<file path="src/rtl/mem_arb.sv">
// mem_arb: two-port arbiter in front of a single shared memory.
//
// An instruction-fetch port (read-only) and a data port (read/write) share one
// memory with a one-cycle read latency. Grants are combinational, so a lone
// request is accepted in the cycle it is raised. A registered owner tag routes
// the returning read data to the port that issued the read, one cycle later.
//
// Configuration macro:
//   MEM_ARB_RR_EN  defined   -> conflicts alternate between the ports, and the
//                               first conflict after reset goes to the data port
//                  undefined -> the data port always wins a conflict
//
// Ports:
//   clk, rst                      clock, asynchronous active-high reset
//   i_req, i_addr                 instruction read request and address
//   i_gnt, i_rvalid, i_rdata      instruction grant, read-data valid, read data
//   d_req, d_we, d_addr, d_wdata  data request, write flag, address, write data
//   d_gnt, d_rvalid, d_rdata      data grant, read-data valid, read data
//   m_raddr, m_re                 memory read address and read enable
//   m_waddr, m_wdata, m_we        memory write address, data and enable
//   m_rdata                       memory read data, one cycle after m_re
//   conflicts                     saturating count of cycles with both requests

module mem_arb #(
    parameter int AW = 16,
    parameter int DW = 16
) (
    input  logic          clk,
    input  logic          rst,

    input  logic          i_req,
    input  logic [AW-1:0] i_addr,
    output logic          i_gnt,
    output logic          i_rvalid,
    output logic [DW-1:0] i_rdata,

    input  logic          d_req,
    input  logic          d_we,
    input  logic [AW-1:0] d_addr,
    input  logic [DW-1:0] d_wdata,
    output logic          d_gnt,
    output logic          d_rvalid,
    output logic [DW-1:0] d_rdata,

    output logic [AW-1:0] m_raddr,
    output logic          m_re,
    output logic [AW-1:0] m_waddr,
    output logic [DW-1:0] m_wdata,
    output logic          m_we,
    input  logic [DW-1:0] m_rdata,

    output logic [15:0]   conflicts
);

    logic conflict;
    logic i_pend;
    logic d_pend;

    assign conflict = i_req && d_req;

`ifdef MEM_ARB_RR_EN
    // Set when the instruction port is owed the next conflict. Only conflict
    // cycles move it, so lone grants never disturb the alternation.
    logic prio_i;

    always_ff @(posedge clk or posedge rst) begin
        if (rst) begin
            prio_i <= 1'b0;
        end else if (conflict) begin
            prio_i <= ~prio_i;
        end
    end

    // Grants are held low during reset so the memory sees no traffic.
    always_comb begin
        i_gnt = 1'b0;
        d_gnt = 1'b0;
        if (!rst) begin
            if (conflict) begin
                i_gnt = prio_i;
                d_gnt = ~prio_i;
            end else begin
                i_gnt = i_req;
                d_gnt = d_req;
            end
        end
    end
`else
    // Fixed priority: the data port wins every conflict and the instruction
    // port waits until the data port goes quiet.
    always_comb begin
        i_gnt = 1'b0;
        d_gnt = 1'b0;
        if (!rst) begin
            d_gnt = d_req;
            i_gnt = i_req && !d_req;
        end
    end
`endif

    // Address and data outputs always follow a defined input when idle so
    // nothing downstream ever sees X; only the enables carry meaning.
    always_comb begin
        m_re    = 1'b0;
        m_we    = 1'b0;
        m_raddr = i_addr;
        m_waddr = d_addr;
        m_wdata = d_wdata;
        if (i_gnt) begin
            m_re = 1'b1;
        end else if (d_gnt) begin
            if (d_we) begin
                m_we = 1'b1;
            end else begin
                m_re    = 1'b1;
                m_raddr = d_addr;
            end
        end
    end

    // Owner tag: remembers which port issued this cycle's read so the data
    // returning next cycle is qualified for that port only. Reset drops any
    // read in flight; it is not replayed.
    always_ff @(posedge clk or posedge rst) begin
        if (rst) begin
            i_pend <= 1'b0;
            d_pend <= 1'b0;
        end else begin
            i_pend <= i_gnt;
            d_pend <= d_gnt && !d_we;
        end
    end

    assign i_rvalid = i_pend;
    assign d_rvalid = d_pend;
    assign i_rdata  = m_rdata;
    assign d_rdata  = m_rdata;

    // Contention counter, sticks at all-ones rather than wrapping.
    always_ff @(posedge clk or posedge rst) begin
        if (rst) begin
            conflicts <= 16'h0000;
        end else if (conflict && (conflicts != 16'hFFFF)) begin
            conflicts <= conflicts + 16'd1;
        end
    end

endmodule

</file>
<file path="config.mk">
export PLATFORM = sky130hd
export DESIGN_NAME = mem_arb
export DESIGN_NICKNAME = d
export VERILOG_FILES = /design/src/rtl/mem_arb.sv
export SDC_FILE = /design/constraint.sdc
export NUM_CORES = 1
export LEC_CHECK = 0
export CORE_MARGIN = 2
export CORE_UTILIZATION = 39
export DETAILED_ROUTE_END_ITERATION = 10
export DONT_BUFFER_PORTS = 1
export PLACE_DENSITY = 0.62
export SYNTH_ARGS = -nofsm -noshare
export SYNTH_HDL_FRONTEND = slang
export SYNTH_SLANG_ARGS = --single-unit
</file>
<file path="constraint.sdc">
create_clock -name clk -period 1.87 [get_ports clk]
set_input_delay 0.374 -clock clk [delete_from_list [all_inputs] [get_ports clk]]
set_output_delay 0.374 -clock clk [all_outputs]
set_load 0.01 [all_outputs]
</file>
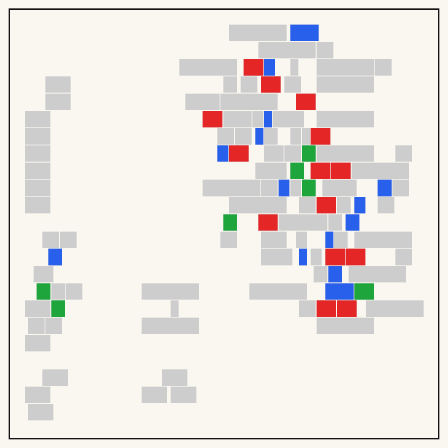
(selected gate families)
| family | color | cells |
|---|---|---|
| XOR/XNOR gates | red | 14 |
| NAND gates | blue | 14 |
| AND and OR gates | green | 7 |

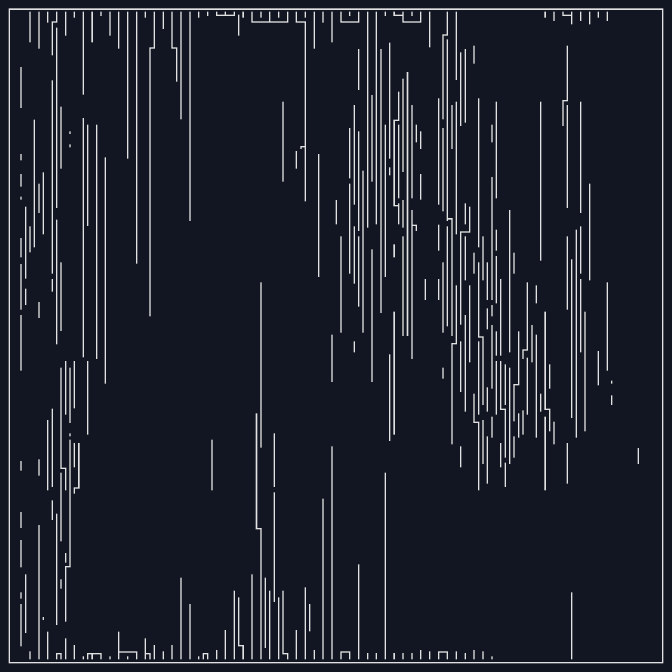
(the metal 2 layer)
main direction: vertical
wire length on this layer: 1,740 um
longest straight run: 27.7 um
share of all routed wire: 51%

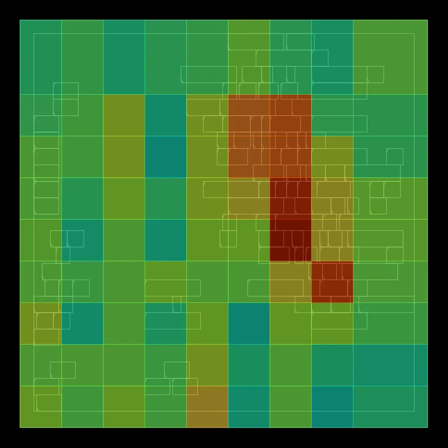
(routing congestion)
wire per inst: 20.8 um
peak-usage layer in the global routing report: met2

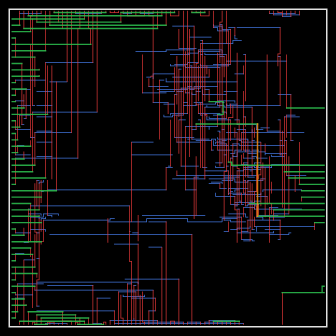
(routed metal, one color a layer)
| layer | color | wire length |
|---|---|---|
| met3 | green | 499 um |
| met2 | red | 1,740 um |
| met1 | blue | 1,150 um |
| met4 | orange | 19.7 um |

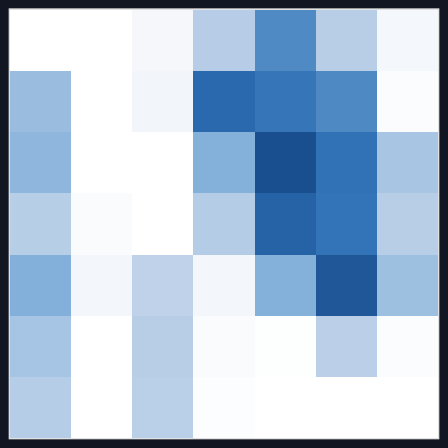
(local utilization)
7 x 7 tiles, from white (low) to dark blue (high), 0 to 100% covered.
densest ninth of the die: east
fullest tile: 88%
nearly empty tiles: 29%
tiles over 75% full: 8.2%

==> flow_summary.json <==
{
  "switchingPower_mw": 0.415,
  "clk_path_buf_depth": 2,
  "antenna_found_initial": 0,
  "use_met3_pct": 9.50,
  "fa_ha_area_share_pct": 0.795,
  "cpLargestDelayFamily": "simple AND/OR/NAND/NOR gates",
  "final-seq-area_um2": 450,
  "nWellTaps": 50,
  "r2r_slack_ns": 0.16,
  "fillers": 386,
  "place_congestion": 0.808,
  "coreArea_um2": 3940,
  "relSlewSlack_pct": 54.3,
  "place_area_um2": 1270,
  "timing.fmax_ghz": 0.584,
  "ys_seq_share_pct": 28.6,
  "grt_util_met2_pct": 26.1,
  "grt_pass1_vias": 962,
  "tightest_slew_ns": 0.685,
  "root_buffer": "clkbuf_8",
  "route.met2.wl_um": 1740,
  "yosys-stat-area_um2": 1570,
  "netSwitchingFraction_pct": 34.0,
  "cap_viol_max_count": 0,
  "design.die.area_um2": 4560,
  "startpoint": "conflicts[0]",
  "leakagePower_nw": 0.591,
  "critPathSlowestCell": "dfrtp_1",
  "via_per_inst": 5.70,
  "seq_share_pct": 34.4,
  "outcome": "finished clean",
  "wl_met1_um": 1150,
  "grt_max_degree": 19,
  "finalHoldViolations": 0,
  "io_pins": 171,
  "topCombFamilyByArea": "buffers and inverters",
  "dp_slack_ns": 0.174,
  "top_power_group": "registers",
  "dp_hpwl_um": 2820,
  "ys_warn_count": 0,
  "layout-drive-gt1-share_pct": 40.4,
  "crit_chain": "ha_1 > nand3_1 > nor4_4 > buf_4 > nor4b_1 > xor2_1",
  "crit_type": "flip-flop to flip-flop",
  "drc": 0,
  "top_cell_area_share_pct": 31.0,
  "fin_cells": 164,
  "tool_warnings": 26,
  "ys_cells": 161,
  "simple_gate_share_pct": 17.2,
  "pg_seq_mw": 0.525,
  "grt_pass1_wl_um": 4920,
  "initial_core_util_pct": 39.9,
  "post_cts_buffers": 0,
  "largest_class": "logic gates",
  "reg2reg_depth": 6,
  "nClkBuffers": 3,
  "wl_met3_um": 499,
  "vdd_ir_drop_max_v": 0.000281,
  "vias": 935,
  "nNetsFinal": 186,
  "cts_resized": 0,
  "finalSetupTns_ns": 0,
  "clock_area_share_pct": 3.15,
  "drt_iter0_markers": 33,
  "clock_sinks": 18,
  "fin_hold_ws_ns": 0.107,
  "syn-cell-area_um2": 1570,
  "synthDistinctLibCells": 31,
  "die_h_um": 67.5,
  "synth.area.mux_share_pct": 13.1,
  "edf_count": 0,
  "avgSynthCellArea_um2": 9.78,
  "clock_latency_ns": 0.25,
  "dp_cells": 161,
  "r2r-end": "conflicts[4]"
}
